==> config.mk <==
export PLATFORM = sky130hd
export DESIGN_NAME = calc_keypad_ctrl
export DESIGN_NICKNAME = d
export VERILOG_FILES = /design/src/rtl/calc_pkg.sv /design/src/rtl/calc_key_decoder.sv /design/src/rtl/calc_keypad_ctrl.sv
export SDC_FILE = /design/constraint.sdc
export NUM_CORES = 1
export LEC_CHECK = 0
export CAP_MARGIN = 40
export CELL_PAD_IN_SITES_DETAIL_PLACEMENT = 1
export CELL_PAD_IN_SITES_GLOBAL_PLACEMENT = 2
export CORE_MARGIN = 8
export CORE_UTILIZATION = 36
export CTS_CLUSTER_DIAMETER = 100
export CTS_CLUSTER_SIZE = 8
export DETAILED_ROUTE_END_ITERATION = 12
export PLACE_DENSITY = 0.92
export REMOVE_ABC_BUFFERS = 1
export SYNTH_ARGS = -nofsm -noshare
export SYNTH_HDL_FRONTEND = slang
export SYNTH_HIERARCHICAL = 1
export SYNTH_SLANG_ARGS = --single-unit
==> constraint.sdc <==
create_clock -name clk -period 6.2 [get_ports clk]
set_input_delay 1.24 -clock clk [delete_from_list [all_inputs] [get_ports clk]]
set_output_delay 1.24 -clock clk [all_outputs]
set_load 0.02 [all_outputs]
run_1/m2.png
Drawn at 3 px/um.
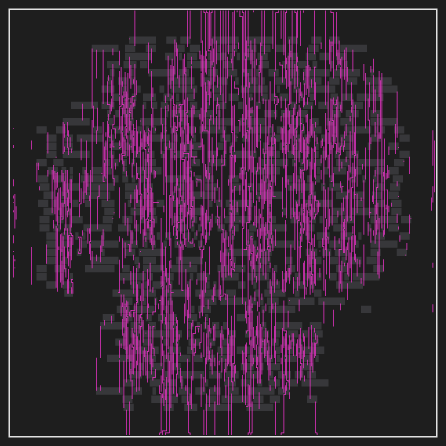
- nets with wire on the layer: 746
- wire length on this layer: 9240 um
- main direction: vertical
- share of all routed wire: 52%
- longest straight run: 51.7 um
Routed WL: 17.7 mm
global routing usage on met2: 0.327
Vias: 5079

run_1/route_heat.png
Drawn at 3 px/um. 28 x 28 tiles, from dark blue (low) to red (high), scaled to the fullest tile. Values are wire area over tile area, all layers added.
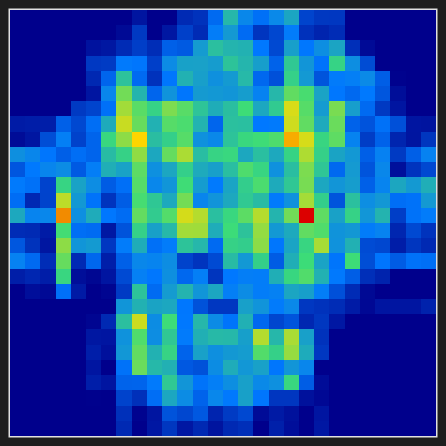
- fullest tile: 0.62
- emptiest ninth of the die: south-east
- densest ninth of the die: centre
- mean over tiles: 0.14
- tiles over half the peak: 9.2%
GRT Resource Usage Total: 0.179
routed len/inst: 19.3 um

run_1/m3.png
Drawn at 3 px/um.
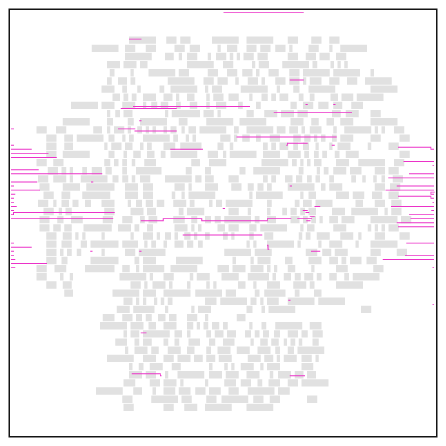
- nets with wire on the layer: 64
- share of all routed wire: 3.8%
- wire length on this layer: 670 um
- longest straight run: 38.6 um
met3 usage: 0.0255

==> GITHUB_STEP_SUMMARY, run 1 <==
### Flow metrics

| Metric | Value |
|---|---|
| Crit path buf inv count | `2` |
| Pin count of the biggest net entering global routing | `59` |
| Most numerous cell in the Yosys netlist | `ha_1` |
| Met1 Wirelength | `7.43 mm` |
| Setup ws final | `1.90 ns` |
| CP cell instances | `inv_1 -> ha_1 -> or4b_1 -> fa_1 -> inv_1 -> ha_1 -> a211oi_1 -> o211ai_1 -> a221oi_1 -> o21ai_0 -> mux2i_1 -> mux2_2` |
| Design area | `7140 um2` |
| Register share after synthesis | `0.308` |
| Biggest area cells | `dfrtp_1, ha_1, mux2i_1, mux2_2, nand2_1` |
| Clock Skew | `0.00576 ns` |
| Clock Power Share | `0.253` |
| Status | `finished, final reports clean` |
| TritonCTS clock tree | `built` |
| Worst EP arrival | `4.53 ns` |
| RSZ-0062 raised after global routing | `no` |
| CTS clk-pin slew, worst paths | `0.06 ns` |
| Yosys stat area | `5710 um2` |
| Cts repair resizes | `0` |
| Drt pass-1 iters | `4` |
| Synthesized netlist cell count | `607` |
| Clk power | `488 uW` |
| Adder share | `0.161` |
| Top cells by count | `ha_1, dfrtp_1, nand2_1, inv_1, nor2_1` |
| Slew Viols, Final | `0` |
| Top Usage Layer GRT | `met2` |
| Vias per cell | `5.53` |
| Seq cells post-synth | `70` |
| DRT iter0 DRCs | `253` |
| Cell type with the largest total area | `dfrtp_1` |
| Peak Freq | `0.233 GHz` |
| Instance count on the critical path | `12` |
| Nonclk inv count | `50` |
| Mux area share | `0.0981` |
| # diodes | `0` |
| Final setup TNS | `0 ns` |
| Maximum vdd drop | `0.000182 V` |
| Relative slew slack | `0.467` |
| Setup violations, final | `0` |
| Area growth from synthesis to layout | `25.0%` |
| Count of library flops with an enable pin | `0` |
| Layout cells sized above 1 | `0.105` |
| DP Worst Slack | `1.94 ns` |
| Main logic family | `AND-OR/OR-AND gates` |
| Synth top area share | `0.285` |
| Hold Crit Depth | `0` |
| Switching power | `795 uW` |
| Non-Clock Buffer Count | `102` |
| Hold bufs inserted after CTS | `0` |
| Final instance count without filler cells | `918` |
| Worst R2R Path Depth | `12` |
| Critical Path Fanout Max | `6` |
| Combinational power | `835 uW` |
| Sw Share | `0.412` |
| Final number of hold-violating endpoints | `0` |
| CP endpoint kind | `flip-flop` |
| HP Class | `reg2reg` |
| Ys Warns | `6` |
| H-tree depth | `3` |
| Die Y | `142 um` |
| Antenna violation net count after detailed routing | `0` |
| Leakage power | `3.33 nW` |
| Initial antenna violation count | `0` |
| Flop2flop setup slack | `1.90 ns` |
| CP delay by family, top | `adder cells` |
| Pwr dens | `270 nW/um2` |
| Pwr Total | `1.93 mW` |
| Post-Synth XOR/XNOR Area | `0.0276` |
| Placed cell count | `902` |
| Area after DPL | `6880 um2` |
==> run 2: changes to the inputs <==
Settings changed: CORE_UTILIZATION 36 to 30, PLACE_DENSITY 0.92 to 0.83.
Clock period 6.2 ns to 3.6 ns, I/O delays scaled along.
run_2/route_heat.png
Drawn at 2 px/um. 31 x 31 tiles, from dark blue (low) to red (high), scaled to the fullest tile. Values are wire area over tile area, all layers added.
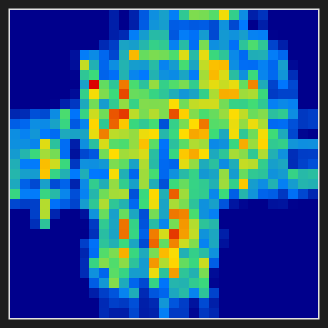
- fullest tile: 0.44
- emptiest ninth of the die: south-east
- tiles over half the peak: 21%
Vias: 5174
routed len/inst: 19.3 um
Routed WL: 18.8 mm

==> GITHUB_STEP_SUMMARY, run 2 <==
### Flow metrics

| Metric | Value |
|---|---|
| Status | `finished with violations (was finished, final reports clean)` |
| Failing checks | `setup timing` |
| Ys flop type | `dfrtp_1 (unchanged)` |
| Hold Crit Depth | `0 (unchanged)` |
| Flop2flop setup slack | `-0.05 ns (was 1.90 ns)` |
| # diodes | `0 (unchanged)` |
| Die Y | `154 um (was 142 um)` |
| Post-Synth XOR/XNOR Area | `0.0276 (unchanged)` |
| Tap cell count | `234 (was 216)` |
| Combinational power | `1.51 mW (was 835 uW)` |
| Cts repair resizes | `25 (was 0)` |
| Clock Skew | `0.00977 ns (was 0.00576 ns)` |
| Worst EP arrival | `3.88 ns (was 4.53 ns)` |
| Most used cell along the critical path | `o211ai_1` |
| HP Class | `reg2reg (unchanged)` |
| Area growth from synthesis to layout | `34.6% (was 25.0%)` |
| Design area | `7690 um2 (was 7140 um2)` |
| Top cells by count | `ha_1, dfrtp_1, nand2_1, inv_1, nor2_1 (unchanged)` |
| Ys Warns | `6 (unchanged)` |
| Switching power | `1.42 mW (was 795 uW)` |
| CP delay by family, top | `adder cells (unchanged)` |
| Initial antenna violation count | `0 (unchanged)` |
| Setup violations, final | `5 (was 0)` |
| CTS clk-pin slew, worst paths | `0.06 ns (about the same)` |
| Cell type with the largest total area | `dfrtp_1 (unchanged)` |
| Setup ws final | `-0.0470 ns (was 1.90 ns)` |
| Leakage power | `3.56 nW (was 3.33 nW)` |
| Seq cells post-synth | `70 (unchanged)` |
| TritonCTS clock tree | `built (unchanged)` |
| Register share after synthesis | `0.308 (unchanged)` |
| Adder share | `0.161 (unchanged)` |
| Nonclk inv count | `50 (unchanged)` |
| Drt pass-1 iters | `4 (unchanged)` |
| Met1 Wirelength | `8.02 mm (was 7.43 mm)` |
| Final setup TNS | `-0.123 ns (was 0 ns)` |
| Clk power | `1.00 mW (was 488 uW)` |
| Sw Share | `0.399 (was 0.412)` |
| Top Usage Layer GRT | `met2 (unchanged)` |
| Antenna violation net count after detailed routing | `0 (unchanged)` |
| DRT iter0 DRCs | `198 (was 253)` |
| Peak Freq | `0.274 GHz (was 0.233 GHz)` |
| Crit path DRT | `3.84 ns (was 6.43 ns)` |
| Pwr dens | `463 nW/um2 (was 270 nW/um2)` |
| Synth top area share | `0.285 (unchanged)` |
| Main logic family | `AND-OR/OR-AND gates (unchanged)` |
| Count of library flops with an enable pin | `0 (unchanged)` |
| Final number of hold-violating endpoints | `0 (unchanged)` |
| Area after DPL | `7150 um2 (was 6880 um2)` |
| Maximum vdd drop | `0.000234 V (was 0.000182 V)` |
| Crit path buf inv count | `3 (was 2)` |
| CP cell instances | `inv_2 -> ha_4 -> or4b_4 -> fa_1 -> inv_1 -> ha_2 -> o211ai_1 -> o211ai_1 -> a221oi_2 -> buf_4 -> a31oi_4 -> mux2i_1 -> mux2_4 (was inv_1 -> ha_1 -> or4b_1 -> fa_1 -> inv_1 -> ha_1 -> a211oi_1 -> o211ai_1 -> a221oi_1 -> o21ai_0 -> mux2i_1 -> mux2_2)` |
| Clock Power Share | `0.282 (was 0.253)` |
| H-tree depth | `3 (unchanged)` |
| Most numerous cell in the Yosys netlist | `ha_1 (unchanged)` |
| Placed cell count | `953 (was 902)` |
| GRT Resource Usage Total | `0.160 (was 0.179)` |
| CP endpoint kind | `flip-flop (unchanged)` |
| Critical Path Fanout Max | `4 (was 6)` |
| Met1 Resource Use GR | `0.180 (was 0.202)` |
| Met3 usage | `0.0328 (was 0.0255)` |
| Most instantiated logic cells after routing | `clkdlybuf4s50_1, dfrtp_1, nand2_1, ha_1, inv_1 (was clkdlybuf4s50_1, ha_1, dfrtp_1, nand2_1, inv_1)` |
| Layout cells sized above 1 | `0.196 (was 0.105)` |
| Non-Clock Buffer Count | `140 (was 102)` |
| Pin count of the biggest net entering global routing | `58 (was 59)` |
| Worst R2R Path Depth | `13 (was 12)` |
| Slew Viols, Final | `0 (unchanged)` |
| Hold bufs inserted after CTS | `0 (unchanged)` |
| Final instance count without filler cells | `974 (was 918)` |
| Mux area share | `0.0981 (unchanged)` |
| Yosys stat area | `5710 um2 (unchanged)` |
| Vias per cell | `5.31 (was 5.53)` |
| DP Worst Slack | `-0.330 ns (was 1.94 ns)` |
run_2/m2.png
Drawn at 3 px/um.
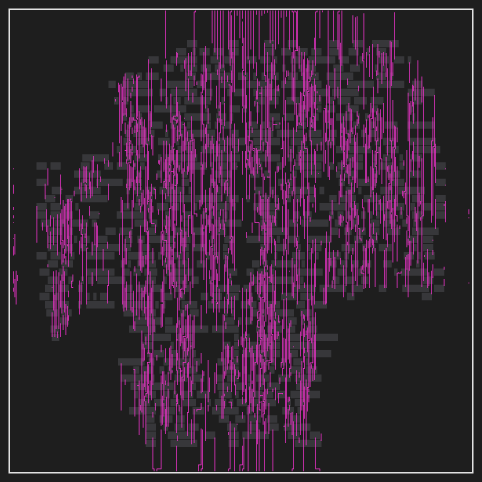
- nets with wire on the layer: 758
- share of all routed wire: 52%
- wire length on this layer: 9790 um
global routing usage on met2: 0.297

Power and IR drop assume default switching activity.
